$ cat config.mk
export PLATFORM = sky130hd
export DESIGN_NAME = fp_mult_round_pack_flat
export DESIGN_NICKNAME = d
export VERILOG_FILES = /design/src/rtl/fp_pkg.sv /design/src/rtl/fp_mult_round_pack_if.sv /design/src/rtl/fp_round_rne.sv /design/src/rtl/fp_mult_round_pack.sv /design/src/flat_wrapper.sv
export SDC_FILE = /design/constraint.sdc
export NUM_CORES = 1
export LEC_CHECK = 0
export CORE_MARGIN = 4
export CORE_UTILIZATION = 50
export CTS_CLUSTER_SIZE = 16
export DETAILED_ROUTE_END_ITERATION = 12
export PLACE_DENSITY = 0.84
export SLEW_MARGIN = 20
export SYNTH_ARGS = -nofsm -noshare
export SYNTH_HDL_FRONTEND = slang
export SYNTH_SLANG_ARGS = --single-unit
$ cat constraint.sdc
create_clock -name clk -period 4.2 [get_ports clk]
set_input_delay 0.42 -clock clk [delete_from_list [all_inputs] [get_ports clk]]
set_output_delay 0.42 -clock clk [all_outputs]
set_load 0.005 [all_outputs]
$ cat src/rtl/fp_pkg.sv
// Shared single-precision constants, the S1 payload layout and a field packing helper
// for the multiplier round/pack stage.
package fp_pkg;

  localparam int MANT_W   = 24;
  localparam int FRAC_W   = 23;
  localparam int EXP_W    = 10;
  localparam int EXPF_W   = 8;
  localparam int EXP_BIAS = 127;
  localparam int EXP_MAX  = 254;

  localparam logic [31:0]       QNAN    = 32'h7FC0_0000;
  localparam logic [EXPF_W-1:0] EXP_INF = 8'hFF;

  // Operand state carried from S1 into S2: the rounded sum replaces mantissa/guard/sticky.
  typedef struct packed {
    logic              sign;
    logic [EXP_W-1:0]  exp;
    logic [MANT_W:0]   sum;
    logic              inexact;
    logic              nan;
    logic              inf;
    logic              zero;
  } s1_payload_t;

  function automatic logic [31:0] pack_word(input logic              sign,
                                            input logic [EXPF_W-1:0] exp,
                                            input logic [FRAC_W-1:0] frac);
    return {sign, exp, frac};
  endfunction

endpackage

$ cat src/rtl/fp_mult_round_pack_if.sv
// Operand and result handshake bundle between the multiplier shifter, the round/pack
// stage (slave) and whatever drives/consumes it (master).
interface fp_mult_round_pack_if;

  logic                      in_valid;
  logic                      in_ready;
  logic                      in_sign;
  logic [fp_pkg::EXP_W-1:0]  in_exp;
  logic [fp_pkg::MANT_W-1:0] in_mant;
  logic                      in_guard;
  logic                      in_sticky;
  logic                      in_nan;
  logic                      in_inf;
  logic                      in_zero;

  logic                      out_valid;
  logic                      out_ready;
  logic [31:0]               out_result;
  logic                      out_overflow;
  logic                      out_underflow;
  logic                      out_inexact;

  modport master (
    output in_valid, in_sign, in_exp, in_mant, in_guard, in_sticky,
           in_nan, in_inf, in_zero, out_ready,
    input  in_ready, out_valid, out_result, out_overflow, out_underflow, out_inexact
  );

  modport slave (
    input  in_valid, in_sign, in_exp, in_mant, in_guard, in_sticky,
           in_nan, in_inf, in_zero, out_ready,
    output in_ready, out_valid, out_result, out_overflow, out_underflow, out_inexact
  );

endinterface

$ cat src/rtl/fp_round_rne.sv
// Round-to-nearest-even increment decision and the widened mantissa add that may carry
// one bit past the hidden bit.
module fp_round_rne #(
  parameter int MANT_W = fp_pkg::MANT_W
) (
  input  logic [MANT_W-1:0] mant_i,
  input  logic              guard_i,
  input  logic              sticky_i,
  output logic [MANT_W:0]   sum_o
);

  logic round_up_s;

  // Ties go up only when the kept LSB is odd.
  always_comb begin
    round_up_s = guard_i & (sticky_i | mant_i[0]);
    sum_o      = {1'b0, mant_i} + {{MANT_W{1'b0}}, round_up_s};
  end

endmodule

$ cat src/rtl/fp_mult_round_pack.sv
// Two-stage round/pack of the multiplier result: S1 latches the operand and the rounded
// sum, S2 renormalises, resolves specials/overflow/underflow and holds the packed word.
module fp_mult_round_pack #(
  parameter int MANT_W  = fp_pkg::MANT_W,
  parameter int EXP_W   = fp_pkg::EXP_W,
  parameter int EXP_MAX = fp_pkg::EXP_MAX
) (
  input logic                  clk,
  input logic                  rst_n,
  fp_mult_round_pack_if.slave  bus
);

  import fp_pkg::QNAN;
  import fp_pkg::EXP_INF;
  import fp_pkg::FRAC_W;
  import fp_pkg::s1_payload_t;
  import fp_pkg::pack_word;

  localparam logic [EXP_W:0] EXP_MAX_X = (EXP_W+1)'(EXP_MAX);
  localparam logic [EXP_W:0] EXP_ONE_X = (EXP_W+1)'(1);

  logic              in_ready_s;
  logic              in_fire_s;
  logic              s1_adv_s;
  logic [MANT_W:0]   sum_s;

  logic              s1_valid_d, s1_valid_q;
  s1_payload_t       s1_d, s1_q;

  logic [EXP_W:0]    exp_fin_s;
  logic [FRAC_W-1:0] frac_fin_s;
  logic [31:0]       res_s;
  logic              ovf_s, unf_s, inx_s;

  logic              s2_valid_d, s2_valid_q;
  logic [31:0]       result_d, result_q;
  logic              ovf_d, ovf_q;
  logic              unf_d, unf_q;
  logic              inx_d, inx_q;

  fp_round_rne #(.MANT_W(MANT_W)) u_round (
    .mant_i   (bus.in_mant),
    .guard_i  (bus.in_guard),
    .sticky_i (bus.in_sticky),
    .sum_o    (sum_s)
  );

  assign s1_adv_s   = s1_valid_q & (~s2_valid_q | bus.out_ready);
  assign in_ready_s = ~s1_valid_q | s1_adv_s;
  assign in_fire_s  = bus.in_valid & in_ready_s;

  assign bus.in_ready      = in_ready_s;
  assign bus.out_valid     = s2_valid_q;
  assign bus.out_result    = result_q;
  assign bus.out_overflow  = ovf_q;
  assign bus.out_underflow = unf_q;
  assign bus.out_inexact   = inx_q;

  // S1 next state: capture a new operand on transfer, otherwise drain or hold.
  always_comb begin
    s1_d       = s1_q;
    s1_valid_d = s1_valid_q;
    if (in_fire_s) begin
      s1_valid_d   = 1'b1;
      s1_d.sign    = bus.in_sign;
      s1_d.exp     = bus.in_exp;
      s1_d.sum     = sum_s;
      s1_d.inexact = bus.in_guard | bus.in_sticky;
      s1_d.nan     = bus.in_nan;
      s1_d.inf     = bus.in_inf;
      s1_d.zero    = bus.in_zero;
    end else if (s1_adv_s) begin
      s1_valid_d = 1'b0;
    end else begin
      s1_valid_d = s1_valid_q;
    end
  end

  // S1 register.
  always_ff @(posedge clk or negedge rst_n) begin
    if (!rst_n) begin
      s1_valid_q <= 1'b0;
      s1_q       <= '0;
    end else begin
      s1_valid_q <= s1_valid_d;
      s1_q       <= s1_d;
    end
  end

  // Renormalise a rounding carry; a subnormal that rounds into bit 23 becomes the minimum normal.
  always_comb begin
    exp_fin_s  = {1'b0, s1_q.exp};
    frac_fin_s = s1_q.sum[FRAC_W-1:0];
    if (s1_q.sum[MANT_W]) begin
      exp_fin_s  = {1'b0, s1_q.exp} + EXP_ONE_X;
      frac_fin_s = s1_q.sum[FRAC_W:1];
    end else if ((s1_q.exp == {EXP_W{1'b0}}) && s1_q.sum[MANT_W-1]) begin
      exp_fin_s = EXP_ONE_X;
    end else begin
      exp_fin_s = {1'b0, s1_q.exp};
    end
  end

  // Pack and flags; specials win over everything and carry no exception flags.
  always_comb begin
    res_s = pack_word(s1_q.sign, exp_fin_s[7:0], frac_fin_s);
    ovf_s = 1'b0;
    unf_s = 1'b0;
    inx_s = s1_q.inexact;
    if (s1_q.nan) begin
      res_s = QNAN;
      inx_s = 1'b0;
    end else if (s1_q.inf) begin
      res_s = pack_word(s1_q.sign, EXP_INF, {FRAC_W{1'b0}});
      inx_s = 1'b0;
    end else if (s1_q.zero) begin
      res_s = {s1_q.sign, 31'h0000_0000};
      inx_s = 1'b0;
    end else if (exp_fin_s > EXP_MAX_X) begin
      res_s = pack_word(s1_q.sign, EXP_INF, {FRAC_W{1'b0}});
      ovf_s = 1'b1;
      inx_s = 1'b1;
    end else if (exp_fin_s == {(EXP_W+1){1'b0}}) begin
      unf_s = s1_q.inexact;
    end else begin
      unf_s = 1'b0;
    end
  end

  // S2 next state: load behind S1, drop on accept, otherwise hold the result stable.
  always_comb begin
    s2_valid_d = s2_valid_q;
    result_d   = result_q;
    ovf_d      = ovf_q;
    unf_d      = unf_q;
    inx_d      = inx_q;
    if (s1_adv_s) begin
      s2_valid_d = 1'b1;
      result_d   = res_s;
      ovf_d      = ovf_s;
      unf_d      = unf_s;
      inx_d      = inx_s;
    end else if (bus.out_ready) begin
      s2_valid_d = 1'b0;
    end else begin
      s2_valid_d = s2_valid_q;
    end
  end

  // S2 register, drives the outputs directly.
  always_ff @(posedge clk or negedge rst_n) begin
    if (!rst_n) begin
      s2_valid_q <= 1'b0;
      result_q   <= 32'h0000_0000;
      ovf_q      <= 1'b0;
      unf_q      <= 1'b0;
      inx_q      <= 1'b0;
    end else begin
      s2_valid_q <= s2_valid_d;
      result_q   <= result_d;
      ovf_q      <= ovf_d;
      unf_q      <= unf_d;
      inx_q      <= inx_d;
    end
  end

endmodule

$ cat src/flat_wrapper.sv
// flat-port wrapper written by rule: the top's interface ports become plain ports
module fp_mult_round_pack_flat import fp_pkg::QNAN; import fp_pkg::EXP_INF; import fp_pkg::FRAC_W; import fp_pkg::s1_payload_t; import fp_pkg::pack_word;
#(
  parameter int MANT_W  = fp_pkg::MANT_W,
  parameter int EXP_W   = fp_pkg::EXP_W,
  parameter int EXP_MAX = fp_pkg::EXP_MAX
)
  (clk, rst_n, bus_in_valid, bus_in_sign, bus_in_exp, bus_in_mant, bus_in_guard, bus_in_sticky, bus_in_nan, bus_in_inf, bus_in_zero, bus_out_ready, bus_in_ready, bus_out_valid, bus_out_result, bus_out_overflow, bus_out_underflow, bus_out_inexact);
  fp_mult_round_pack_if bus_i ();
  input logic clk;
  input logic rst_n;
  input wire logic [$bits(bus_i.in_valid)-1:0] bus_in_valid;
  input wire logic [$bits(bus_i.in_sign)-1:0] bus_in_sign;
  input wire logic [$bits(bus_i.in_exp)-1:0] bus_in_exp;
  input wire logic [$bits(bus_i.in_mant)-1:0] bus_in_mant;
  input wire logic [$bits(bus_i.in_guard)-1:0] bus_in_guard;
  input wire logic [$bits(bus_i.in_sticky)-1:0] bus_in_sticky;
  input wire logic [$bits(bus_i.in_nan)-1:0] bus_in_nan;
  input wire logic [$bits(bus_i.in_inf)-1:0] bus_in_inf;
  input wire logic [$bits(bus_i.in_zero)-1:0] bus_in_zero;
  input wire logic [$bits(bus_i.out_ready)-1:0] bus_out_ready;
  output wire logic [$bits(bus_i.in_ready)-1:0] bus_in_ready;
  output wire logic [$bits(bus_i.out_valid)-1:0] bus_out_valid;
  output wire logic [$bits(bus_i.out_result)-1:0] bus_out_result;
  output wire logic [$bits(bus_i.out_overflow)-1:0] bus_out_overflow;
  output wire logic [$bits(bus_i.out_underflow)-1:0] bus_out_underflow;
  output wire logic [$bits(bus_i.out_inexact)-1:0] bus_out_inexact;
  assign bus_i.in_valid = bus_in_valid;
  assign bus_i.in_sign = bus_in_sign;
  assign bus_i.in_exp = bus_in_exp;
  assign bus_i.in_mant = bus_in_mant;
  assign bus_i.in_guard = bus_in_guard;
  assign bus_i.in_sticky = bus_in_sticky;
  assign bus_i.in_nan = bus_in_nan;
  assign bus_i.in_inf = bus_in_inf;
  assign bus_i.in_zero = bus_in_zero;
  assign bus_i.out_ready = bus_out_ready;
  assign bus_in_ready = bus_i.in_ready;
  assign bus_out_valid = bus_i.out_valid;
  assign bus_out_result = bus_i.out_result;
  assign bus_out_overflow = bus_i.out_overflow;
  assign bus_out_underflow = bus_i.out_underflow;
  assign bus_out_inexact = bus_i.out_inexact;
  fp_mult_round_pack #(.MANT_W(MANT_W), .EXP_W(EXP_W), .EXP_MAX(EXP_MAX)) u_core (.clk(clk), .rst_n(rst_n), .bus(bus_i));
endmodule
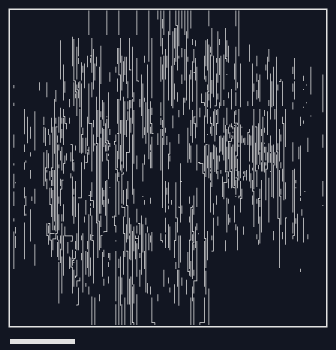
**Above:** metal 2.
The bar under the picture is 20 um long.
share of all routed wire: 49%
wire length on this layer: 4440 um
longest straight run: 44.9 um
main direction: vertical
Vias: 3129
final wirelength: 9030 um

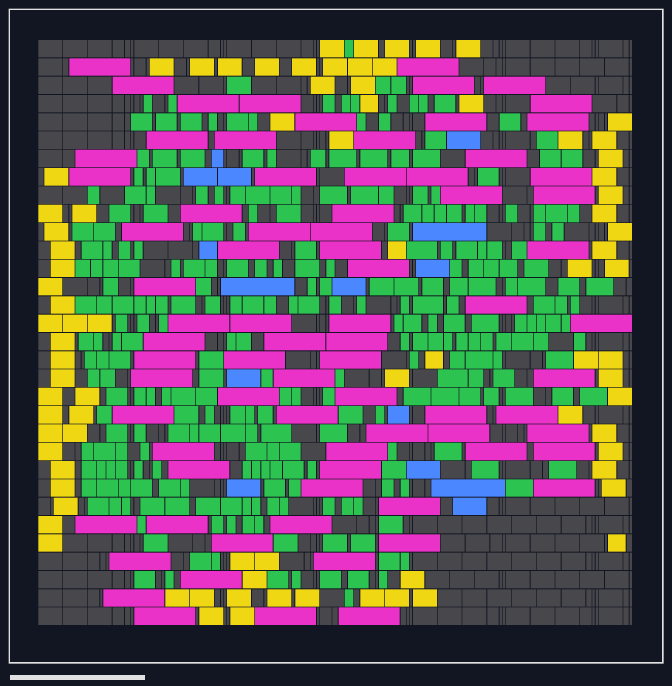
**Above:** placed cells, one color a class.
The bar under the picture is 20 um long. Fill, decap, tap and diode cells in gray.
legend:
  blue:
    class: clock drivers and dummy loads
    cells: 15
  green:
    class: all other logic
    cells: 289
  magenta:
    class: flops
    cells: 77
  yellow:
    class: other buffers and delay cells
    cells: 83
CORE AREA: 7690 um2
Cell Rows: 32
Seq/total area: 0.383

==> flow_summary.toml <==
# flow metrics
[placed_design]
io_buffers = 80
dp_hpwl_um = 6200
place_area_um2 = 4790
routabilityCongestion = 0.864

[yosys]
syn_inst = 387
synth_flop_count = 77
synth_nets = 434
top_area_frac = 0.488
synth_area_per_cell_um2 = 10.2
netlist_area_um2 = 3950
edf_count = 0
ys_cells = 387
area_leaders = "dfrtp_1 (49%), mux2i_1 (6.1%), nand2_1 (6.0%), mux2_2 (4.6%), o21ai_2 (4.4%)"
ff_type = "dfrtp_1"

[detailed_routing]
wl_per_cell_um = 16.0
drc = 0
postRouteAntennaNets = 0
firstDrtPassIters = 4

[global_routing]
use_met1 = 0.257
grt_max_degree = 78
antenna_found_initial = 0
grt_pass1_wl_um = 15400
overflow = 0
met2_usage = 0.337
grt_usage = 0.201

[clock_tree]
cts_resized = 0
numCtsBuffers = 9
cts.sinks = 77
max-clock-path-buffers = 2
cts-root-buf = "clkbuf_8"
clk_pin_slew_ps = 80
cts_hold_buf = 0

[final_timing]
period_needed_ps = 2510
max_freq_mhz = 398
clock_skew_ps = 8.77
slew_viol_final = 0
worst_pin_slew_ps = 952
slew_headroom = 0.365
finalHoldViolCount = 0
tns_ps = 0

[setup_path]
r2r-end = "u_core.bus.out_result[0]$_DFFE_PN0P_"
crit_required_ps = 4420
cp_slowest_cell = "dfrtp_1"
startpoint = "u_core.s1_q[29]$_DFFE_PN0P_"
cp.depth = 7
path_buffers = 1
path_max_fanout = 22
worstSetupEndpoint = "u_core.bus.out_result[0]$_DFFE_PN0P_"
start_kind = "flip-flop"
r2r_cells = 7
r2r_slack_ps = 1690
cp_top_family = "AND-OR/OR-AND gates"
worstSetupPathType = "reg -> reg"
cp.arrival_ps = 2730
r2r_start = "u_core.s1_q[29]$_DFFE_PN0P_"

[die]
fp_util = 0.514
ios = 81
die-area_um2 = 9380

[layout]
antenna_cells = 0
drive_gt1_frac = 0.129
area_delta_synth_final_pct = 27.4
fin_area_um2 = 5030
lay_top_count = "clkdlybuf4s50_1"
utilization = 0.654

[outcome]
outcome = "completed"

[pwr]
p_leak_nw = 2.00
powerDensity_nw_per_um2 = 381
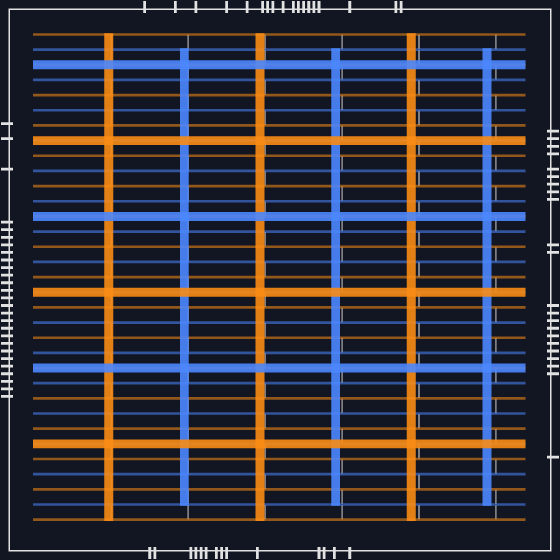
**Above:** floorplan with the power grid.
Pins as bars on the die edge. Tap cells in gray.
legend:
  blue:
    net: VDD
  orange:
    net: VSS
rows: 32
met1 rails: 33
tap cells: 102
worst vdd ir: 237 uV
DIE WIDTH: 96.9 um
die height: 96.9 um

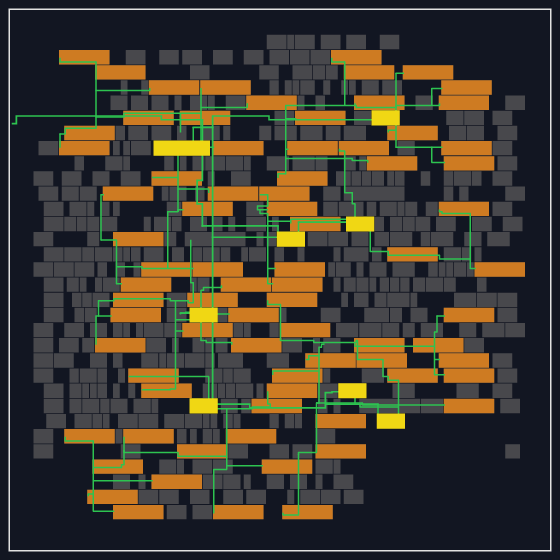
**Above:** clock distribution.
legend:
  yellow:
    item: cells driving clock nets
    count: 9
  green:
    item: clock wires
    length: 989 um
  orange:
    item: flip-flops
    count: 77
routed clock nets: 10
power in the clock group: 0.677 mW
Worst-Skew Late Latency: 350 ps
Clk pwr share: 0.353

## sequential cells by signal, indices dropped and copies added (netlist names)
name	cells
u_core.bus.out_valid	1
u_core.bus.out_underflow	1
u_core.s1_q	40
u_core.bus.out_overflow	1
u_core.bus.out_result	32
u_core.s1_valid_q	1
u_core.bus.out_inexact	1
## synthesized netlist by cell type (9+ instances only)
cell / instances
mux2_2: 16
o21ai_0: 32
nand2_1: 63
o21ai_2: 20
nand4_1: 13
mux2i_1: 24
a21oi_1: 9
clkbuf_1: 10
dfrtp_1: 77
nand3_1: 15
xor2_1: 20
nor2_1: 14
## kinds of logic after synthesis
family,share of synthesized area
AND-OR/OR-AND,0.138
XOR/XNOR,0.0621
adder cells (fa/ha/maj),0.00951
buffers and inverters,0.0317
flip-flops,0.488
multiplexers,0.106
AND/OR/NAND/NOR,0.165
## layout make-up
cell class              instances  area, um2
multi-input cells             285       1900
fillers                       613       2660
flip-flops and latches         77       1930
inverters                       4       15.0
well taps                     102        128
clock inverters                 6        111
repair buffers                 83        821
clock buffers                   9        124
## routing by layer
layer / routed length [um] / vias to the layer above
li1: - / 1514
met1: 3960 / 1492
met2: 4440 / 109
met3: 482 / 14
met4: 148 / 0
met5: 0 / -
## where the power goes
part           internal, mW  total [mW]  switching, mW
registers             0.823       0.903         0.0805
clock network         0.393       0.677          0.284
logic                 0.178       0.335          0.156
## worst reg2reg max path, stage by stage, from the launching register on
cell	delay, ps
dfrtp_1	540
ha_1	330
nand2_4	80
or3_1	310
a2111o_1	450
o211ai_2	140
buf_4	370
o21ai_0	150
## per-stage QoR
stage	setup WS, ps	hold slack [ps]	std cells	total power, mW
floorplan	2170	124	387	1.08
global placement	1610	459	551	1.24
detailed placement	1500	467	551	1.25
CTS	1700	259	566	1.92
global route	1520	288	566	2.01
finish	1690	214	566	1.91
Power and IR drop assume default switching activity.
